<file path="src/rtl/madd_pkg.sv">
// madd_pkg: shared constants and types for the MADD operand sequencer.
//   MADD_W          operand/result width of the MADD unit
//   MADD_LAT        MADD latency (A/B/C driven -> Z valid), >= 1
//   IN_DEPTH_DEF    default operand FIFO depth (power of 2)
//   OUT_DEPTH_DEF   default result FIFO depth (power of 2)
//   operand_t       one {a,b,c} operand triple
//   cnt_w()         bits needed to hold an occupancy count 0..depth
package madd_pkg;

   localparam int unsigned MADD_W        = 32;
   localparam int unsigned MADD_LAT      = 1;
   localparam int unsigned IN_DEPTH_DEF  = 4;
   localparam int unsigned OUT_DEPTH_DEF = 4;

   typedef struct packed {
      logic [MADD_W-1:0] a;
      logic [MADD_W-1:0] b;
      logic [MADD_W-1:0] c;
   } operand_t;

   // Occupancy counters must represent the value "depth" itself, hence depth+1.
   function automatic int unsigned cnt_w(input int unsigned depth);
      return $clog2(depth + 1);
   endfunction

   localparam int unsigned IN_CNT_W  = cnt_w(IN_DEPTH_DEF);
   localparam int unsigned OUT_CNT_W = cnt_w(OUT_DEPTH_DEF);

endpackage

</file>
<file path="src/rtl/madd_sequencer_sync_fifo.sv">
// sync_fifo: single-clock FIFO with occupancy count.
//   clk, rst_n   clock, synchronous active-low reset
//   push, wdata  write request/data (accepted when not full, or full with pop)
//   pop          read request (ignored when empty)
//   rdata        head entry; zero while empty
//   full, empty, count  occupancy status, all derived from the registered count
module sync_fifo
   import madd_pkg::*;
#(
   parameter  int unsigned WIDTH = 8,
   parameter  int unsigned DEPTH = 4,
   localparam int unsigned CW    = cnt_w(DEPTH),
   localparam int unsigned PW    = $clog2(DEPTH)
) (
   input  logic             clk,
   input  logic             rst_n,
   input  logic             push,
   input  logic             pop,
   input  logic [WIDTH-1:0] wdata,
   output logic [WIDTH-1:0] rdata,
   output logic             full,
   output logic             empty,
   output logic [CW-1:0]    count
);

   localparam logic [CW-1:0] CNT_ONE  = CW'(1'b1);
   localparam logic [CW-1:0] CNT_FULL = CW'(DEPTH);
   localparam logic [PW-1:0] PTR_ONE  = PW'(1'b1);

   logic [WIDTH-1:0] mem_r [DEPTH];
   logic [PW-1:0]    wr_ptr_r;
   logic [PW-1:0]    rd_ptr_r;
   logic [CW-1:0]    count_r;
   logic             do_push_s;
   logic             do_pop_s;

   assign full      = (count_r == CNT_FULL);
   assign empty     = (count_r == {CW{1'b0}});
   assign count     = count_r;
   assign do_pop_s  = pop & ~empty;
   // A full FIFO can still take a write when the head leaves on the same edge.
   assign do_push_s = push & (~full | do_pop_s);

   // Head read; forced to zero while empty so stale storage never shows.
   always_comb begin
      rdata = {WIDTH{1'b0}};
      if (!empty) begin
         rdata = mem_r[rd_ptr_r];
      end else begin
         rdata = {WIDTH{1'b0}};
      end
   end

   // Storage write; contents need no reset because the count gates visibility.
   always_ff @(posedge clk) begin
      if (do_push_s) begin
         mem_r[wr_ptr_r] <= wdata;
      end
   end

   // Pointers and occupancy; pointers wrap naturally since DEPTH is a power of 2.
   always_ff @(posedge clk) begin
      if (!rst_n) begin
         wr_ptr_r <= {PW{1'b0}};
         rd_ptr_r <= {PW{1'b0}};
         count_r  <= {CW{1'b0}};
      end else begin
         if (do_push_s) wr_ptr_r <= wr_ptr_r + PTR_ONE;
         if (do_pop_s)  rd_ptr_r <= rd_ptr_r + PTR_ONE;
         case ({do_push_s, do_pop_s})
            2'b10:   count_r <= count_r + CNT_ONE;
            2'b01:   count_r <= count_r - CNT_ONE;
            default: count_r <= count_r;
         endcase
      end
   end

endmodule

</file>
<file path="src/rtl/madd_sequencer.sv">
// madd_sequencer: operand queue, credit-based issue and result buffer around MADD.
//   clk, rst_n                 clock, synchronous active-low reset
//   in_valid/in_ready          operand triple handshake (in_a, in_b, in_c)
//   a, b, c                    operands to MADD; zero in cycles with no issue
//   z                          MADD result, valid LAT cycles after a/b/c
//   out_valid/out_ready/out_z  result handshake, head of the result FIFO
//   busy                       work queued, in flight, or awaiting drain
module madd_sequencer
   import madd_pkg::*;
#(
   parameter int unsigned W         = MADD_W,
   parameter int unsigned LAT       = MADD_LAT,
   parameter int unsigned IN_DEPTH  = IN_DEPTH_DEF,
   parameter int unsigned OUT_DEPTH = OUT_DEPTH_DEF
) (
   input  logic         clk,
   input  logic         rst_n,
   input  logic         in_valid,
   output logic         in_ready,
   input  logic [W-1:0] in_a,
   input  logic [W-1:0] in_b,
   input  logic [W-1:0] in_c,
   output logic [W-1:0] a,
   output logic [W-1:0] b,
   output logic [W-1:0] c,
   input  logic [W-1:0] z,
   output logic         out_valid,
   input  logic         out_ready,
   output logic [W-1:0] out_z,
   output logic         busy
);

   localparam int unsigned ICW = cnt_w(IN_DEPTH);
   localparam int unsigned OCW = cnt_w(OUT_DEPTH);
   localparam logic [OCW-1:0] CREDIT_INIT = OCW'(OUT_DEPTH);
   localparam logic [OCW-1:0] CREDIT_ONE  = OCW'(1'b1);

   logic [3*W-1:0] head_s;
   logic           in_full_s;
   logic           in_empty_s;
   logic [ICW-1:0] in_count_s;
   logic           out_full_s;
   logic           out_empty_s;
   logic [OCW-1:0] out_count_s;
   logic           push_s;
   logic           issue_s;
   logic           capture_s;
   logic           drain_s;
   logic           inflight_any_s;
   logic [OCW-1:0] credit_r;
   logic           unused_ok_s;

   // in_ready comes only from the registered input count: no path from in_valid/out_ready.
   assign in_ready  = ~in_full_s;
   assign push_s    = in_valid & in_ready;
   assign issue_s   = ~in_empty_s & (credit_r != {OCW{1'b0}});
   assign out_valid = ~out_empty_s;
   assign drain_s   = out_valid & out_ready;
   assign busy      = ~in_empty_s | inflight_any_s | ~out_empty_s;

   // Result FIFO occupancy is covered by the credit counter instead.
   assign unused_ok_s = ^{in_count_s, out_full_s, out_count_s};

   sync_fifo #(.WIDTH(3*W), .DEPTH(IN_DEPTH)) u_in_fifo (
      .clk   (clk),
      .rst_n (rst_n),
      .push  (push_s),
      .pop   (issue_s),
      .wdata ({in_a, in_b, in_c}),
      .rdata (head_s),
      .full  (in_full_s),
      .empty (in_empty_s),
      .count (in_count_s)
   );

   sync_fifo #(.WIDTH(W), .DEPTH(OUT_DEPTH)) u_out_fifo (
      .clk   (clk),
      .rst_n (rst_n),
      .push  (capture_s),
      .pop   (drain_s),
      .wdata (z),
      .rdata (out_z),
      .full  (out_full_s),
      .empty (out_empty_s),
      .count (out_count_s)
   );

   // Operand drive to MADD straight from FIFO storage, zero on idle cycles.
   always_comb begin
      a = {W{1'b0}};
      b = {W{1'b0}};
      c = {W{1'b0}};
      if (issue_s) begin
         a = head_s[3*W-1 -: W];
         b = head_s[2*W-1 -: W];
         c = head_s[W-1:0];
      end else begin
         a = {W{1'b0}};
         b = {W{1'b0}};
         c = {W{1'b0}};
      end
   end

   // Credits = free result slots not yet promised to an issued operation.
   always_ff @(posedge clk) begin
      if (!rst_n) begin
         credit_r <= CREDIT_INIT;
      end else begin
         case ({issue_s, drain_s})
            2'b10:   credit_r <= credit_r - CREDIT_ONE;
            2'b01:   credit_r <= credit_r + CREDIT_ONE;
            default: credit_r <= credit_r;
         endcase
      end
   end

   // Z is sampled LAT-1 edges after the issue cycle; LAT=1 means the issue edge itself.
   generate
      if (LAT == 1) begin : g_lat1
         assign capture_s      = issue_s;
         assign inflight_any_s = 1'b0;
      end else begin : g_latn
         logic [LAT-2:0] pipe_r;

         // In-flight valid pipe; reset drops every pending capture.
         always_ff @(posedge clk) begin
            if (!rst_n) begin
               pipe_r <= {(LAT-1){1'b0}};
            end else begin
               pipe_r[0] <= issue_s;
               for (int i = 1; i < LAT - 1; i++) begin
                  pipe_r[i] <= pipe_r[i-1];
               end
            end
         end

         assign capture_s      = pipe_r[LAT-2];
         assign inflight_any_s = |pipe_r;
      end
   endgenerate

endmodule

</file>
<file path="config.mk">
export PLATFORM = sky130hd
export DESIGN_NAME = madd_sequencer
export DESIGN_NICKNAME = d
export VERILOG_FILES = /design/src/rtl/madd_pkg.sv /design/src/rtl/madd_sequencer_sync_fifo.sv /design/src/rtl/madd_sequencer.sv
export SDC_FILE = /design/constraint.sdc
export NUM_CORES = 1
export LEC_CHECK = 0
export CELL_PAD_IN_SITES_DETAIL_PLACEMENT = 0
export CELL_PAD_IN_SITES_GLOBAL_PLACEMENT = 1
export CORE_MARGIN = 4
export CORE_UTILIZATION = 52
export DETAILED_ROUTE_END_ITERATION = 7
export PLACE_DENSITY = 0.91
export SLEW_MARGIN = 0
export SYNTH_ARGS = -nofsm -noshare
export SYNTH_HDL_FRONTEND = slang
export SYNTH_SLANG_ARGS = --single-unit
</file>
<file path="constraint.sdc">
create_clock -name clk -period 9.79 [get_ports clk]
set_input_delay 1.958 -clock clk [delete_from_list [all_inputs] [get_ports clk]]
set_output_delay 1.958 -clock clk [all_outputs]
set_load 0.005 [all_outputs]
</file>
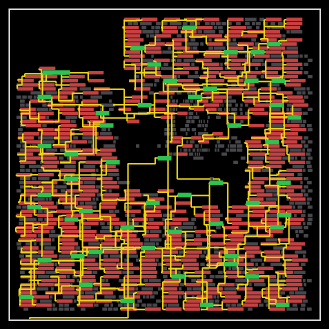
*Clock distribution, run 1*
(1.5 px per um)
- red: flip-flops (count 533)
- green: cells driving clock nets (count 53)
- yellow: clock wires (length 5690 um)
- flops lie: all over the die
- routed clock nets: 54

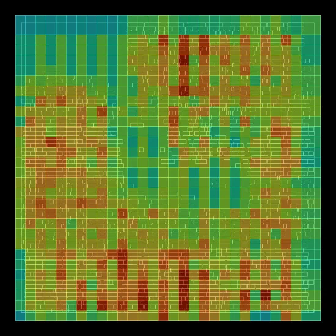
*Routing congestion, run 1*
met2 demand-to-capacity share in global routing: 31.08%
fraction of met1 tracks used by global routing: 25.03%
Wirelength per Cell: 22.43 um
utilization after layout: 65.26%
M3 GR Usage: 5.712%

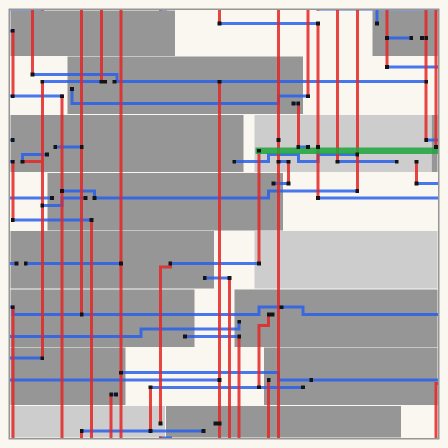
*Layout detail, run 1*
Window x 145 to 165, y 42 to 62 um. Cells in grey, sequential cells in the stronger grey; small squares are vias.
- blue: met1
- green: met3
- red: met2
- cells with their middle in the window: 12
- most frequent: edfxtp_1 (9), clkbuf_16 (2), mux4_2 (1)
- netlist names of flops here include: u_in_fifo.mem_r (9)
- sequential cells in the window: 9

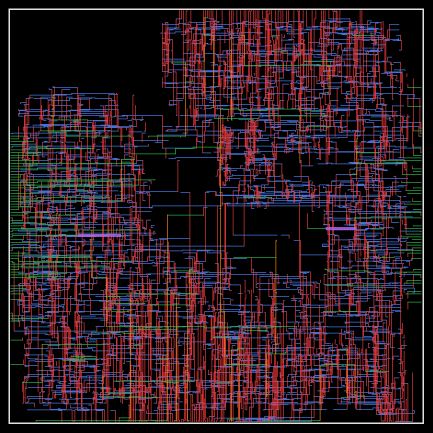
*Signal wires by layer, run 1*
(2 px per um)
- red: met2 (wire length 20.3 mm)
- green: met3 (wire length 2820 um)
- orange: met4 (wire length 1030 um)
- blue: met1 (wire length 15800 um)
- purple: met5 (wire length 34.0 um)
via count: 9807
Overall Global Routing Usage: 19.06%
total length of routed wires: 39970 um

## run 1: registers in the layout (all words and copies together) (netlist names), named ones only
register             flops
u_in_fifo.count          3
credit_r                 3
u_out_fifo.count         3
u_out_fifo.wr_ptr_r      2
u_in_fifo.mem_r        384
u_in_fifo.wr_ptr_r       2
u_out_fifo.mem_r       128
u_in_fifo.rd_ptr_r       2
u_out_fifo.rd_ptr_r      2
## run 1: cell type report
type	instances	area, um^2	share of cell area, %
Timing Repair Buffer	277	2735	10.82
Multi-Input combinational cell	340	4362	17.25
Sequential cell	533	15800	62.52
Tap cell	518	648.1	2.564
Clock buffer	63	1385	5.479
Antenna cell	4	10.01	0.03960
Clock inverter	31	274.0	1.084
Inverter	16	61.31	0.2425
==> Slide: Implementation Results, run 1 <==
Key Metrics from the Run

Clocking
  • Clock sink total: 533
  • CTS tree: yes

Synthesis
  • Number of synthesized register bits: 533
  • Simple share: 5.099%
  • Post-Synth Adder-Cell Area: 0.9672%
  • Synth Seq Share: 77.28%
  • Synth top area cells: edfxtp_1, mux4_2, and2_1
  • Top-area cell type share of the netlist area: 75.22%

Drt
  • Drt initial violations: 649
  • Length of the first detailed-routing pass in iterations: 4
  • Residual DRC count: 0
  • Post-DRT Antenna Nets: 0
  • Post-Route M1 WL: 15820 um

Place
  • Placed cells: 1684
  • Final weighted congestion in routability-driven placement: 0.7263

Timing
  • Clock skew after layout: 0.02729 ns
  • Unrepaired setup endpoints after global routing: false
  • Slew @ Worst Pin: 0.8970 ns
  • Setup violators final: 0

Global routing
  • Remaining Overflow, GRT: 0

Outcome
  • Outcome: completed

Power and ir drop
  • P_comb: 0.00207 W
  • Net switching fraction of the power: 26.13%
  • Internal power: 0.005120 W

Layout
  • Most instantiated logic cells after routing: edfxtp_1, clkdlybuf4s50_1, mux4_2
  • Proportion of layout cells with a drive suffix above 1: 17.78%

Floorplanning
  • Die Span Y: 206.3 um
  • Initial core utilization: 52.76%
  • Number of placed I/O pins: 263

Critical path
  • Worst setup path category: flip-flop to output pin
  • Arrival time of data at the critical path endpoint: 3.36 ns
  • Crit. path cell count: 4
  • Count of buffer and inverter cells on the critical path: 2
  • Worst setup slack for register-to-register paths: 7.00 ns
  • Origin of the critical flop-to-flop path: u_in_fifo.count[0]

Flow run
  • Max-cap check violation count: 0
--- run 2 (diff from run 1) ---
--- a/config.mk
+++ b/config.mk
@@ -8,9 +8,9 @@
 export CELL_PAD_IN_SITES_DETAIL_PLACEMENT = 0
 export CELL_PAD_IN_SITES_GLOBAL_PLACEMENT = 1
 export CORE_MARGIN = 4
-export CORE_UTILIZATION = 52
+export CORE_UTILIZATION = 43
 export DETAILED_ROUTE_END_ITERATION = 7
-export PLACE_DENSITY = 0.91
+export PLACE_DENSITY = 0.81
 export SLEW_MARGIN = 0
 export SYNTH_ARGS = -nofsm -noshare
 export SYNTH_HDL_FRONTEND = slang
==> constraint.sdc (replaced) <==
create_clock -name clk -period 4.5 [get_ports clk]
set_input_delay 0.9 -clock clk [delete_from_list [all_inputs] [get_ports clk]]
set_output_delay 0.9 -clock clk [all_outputs]
set_load 0.005 [all_outputs]
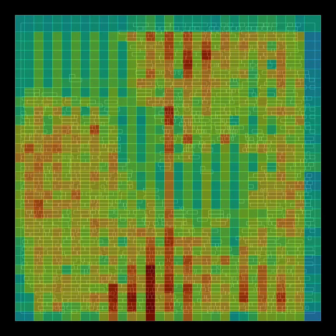
*Routing congestion, run 2*
Wirelength per Cell: 21.53 um
GRT busiest layer: met2
fraction of met1 tracks used by global routing: 19.55%

==> Slide: Implementation Results, run 2 <==
Key Metrics from the Run

Outcome
  • Outcome: completed

Layout
  • Antenna diodes: 7
  • Comb_multi_in: 340
  • Proportion of layout cells with a drive suffix above 1: 18.10%
  • MI comb area: 4362 um^2
  • Logic share of the area: 17.13%
  • Register ranked first by flip-flop count: u_in_fifo.mem_r
  • Number of signal-net inverters in the final layout: 16
  • Largest cell class: registers
  • Clock buffer and inverter area fraction after layout: 6.195%
  • Layout buffer count excluding clock buffers: 284
  • Data buffer area share: 11.34%
  • Sequential share of cell area: 62.05%
  • Top Registers: u_in_fifo.mem_r x384, u_out_fifo.mem_r x128

Clocking
  • CTS tree: yes
  • Clock sink total: 533

Drt
  • Drt initial violations: 530
  • Total length of routed wires: 40580 um
  • Residual DRC count: 0
  • Length of the first detailed-routing pass in iterations: 4

Synthesis
  • Synth Seq Share: 77.28%
  • Number of synthesized register bits: 533
  • Post-Synth Adder-Cell Area: 0.9672%
  • Synth top area cells: edfxtp_1, mux4_2, and2_1

Global routing
  • Overall Global Routing Usage: 15.95%

Timing
  • Setup violators final: 0
  • Slew @ Worst Pin: 0.6864 ns
  • Clock skew after layout: 0.02227 ns

Critical path
  • Worst setup path category: flip-flop to output pin
  • Worst setup slack for register-to-register paths: 1.91 ns
  • Arrival time of data at the critical path endpoint: 2.78 ns

Power and ir drop
  • Internal power: 0.01101 W
  • Net switching fraction of the power: 26.58%
  • P_comb: 0.00463 W

Place
  • Final weighted congestion in routability-driven placement: 0.7258

Floorplanning
  • Initial core utilization: 43.72%
  • Tap Cells: 607
  • Number of placed I/O pins: 263

Flow run
  • Max-cap check violation count: 0
[run 2: per-stage QoR]
step	instances	util (%)	area, um^2	power (W)
2_1_floorplan	935	-	20440	0.008982
3_3_place_gp	1780	51.06	23870	0.01115
3_5_place_dp	1780	51.06	23870	0.01120
4_1_cts	1878	54.44	25450	0.01526
5_1_grt	1884	54.47	25470	0.01580
6_report	1885	54.47	25470	0.01499
[run 2: worst max-delay path, cell delays in order, from the launching register on]
cell             delay, ns
dfxtp_4               0.79
buf_4                 0.39
mux4_2                0.35
and2_1                0.18
clkdlybuf4s50_1       0.45
[run 2: metal layers]
layer / track usage [%] / up-vias / wire length, um
met5: 0 / - / 61
met3: 5.641 / 77 / 2877
li1: - / 4367 / -
met4: 5.401 / 8 / 1126
met1: 19.55 / 5044 / 15920
met2: 26.61 / 227 / 20590
Power figures rest on the tool's default switching activity, not on a simulated workload.
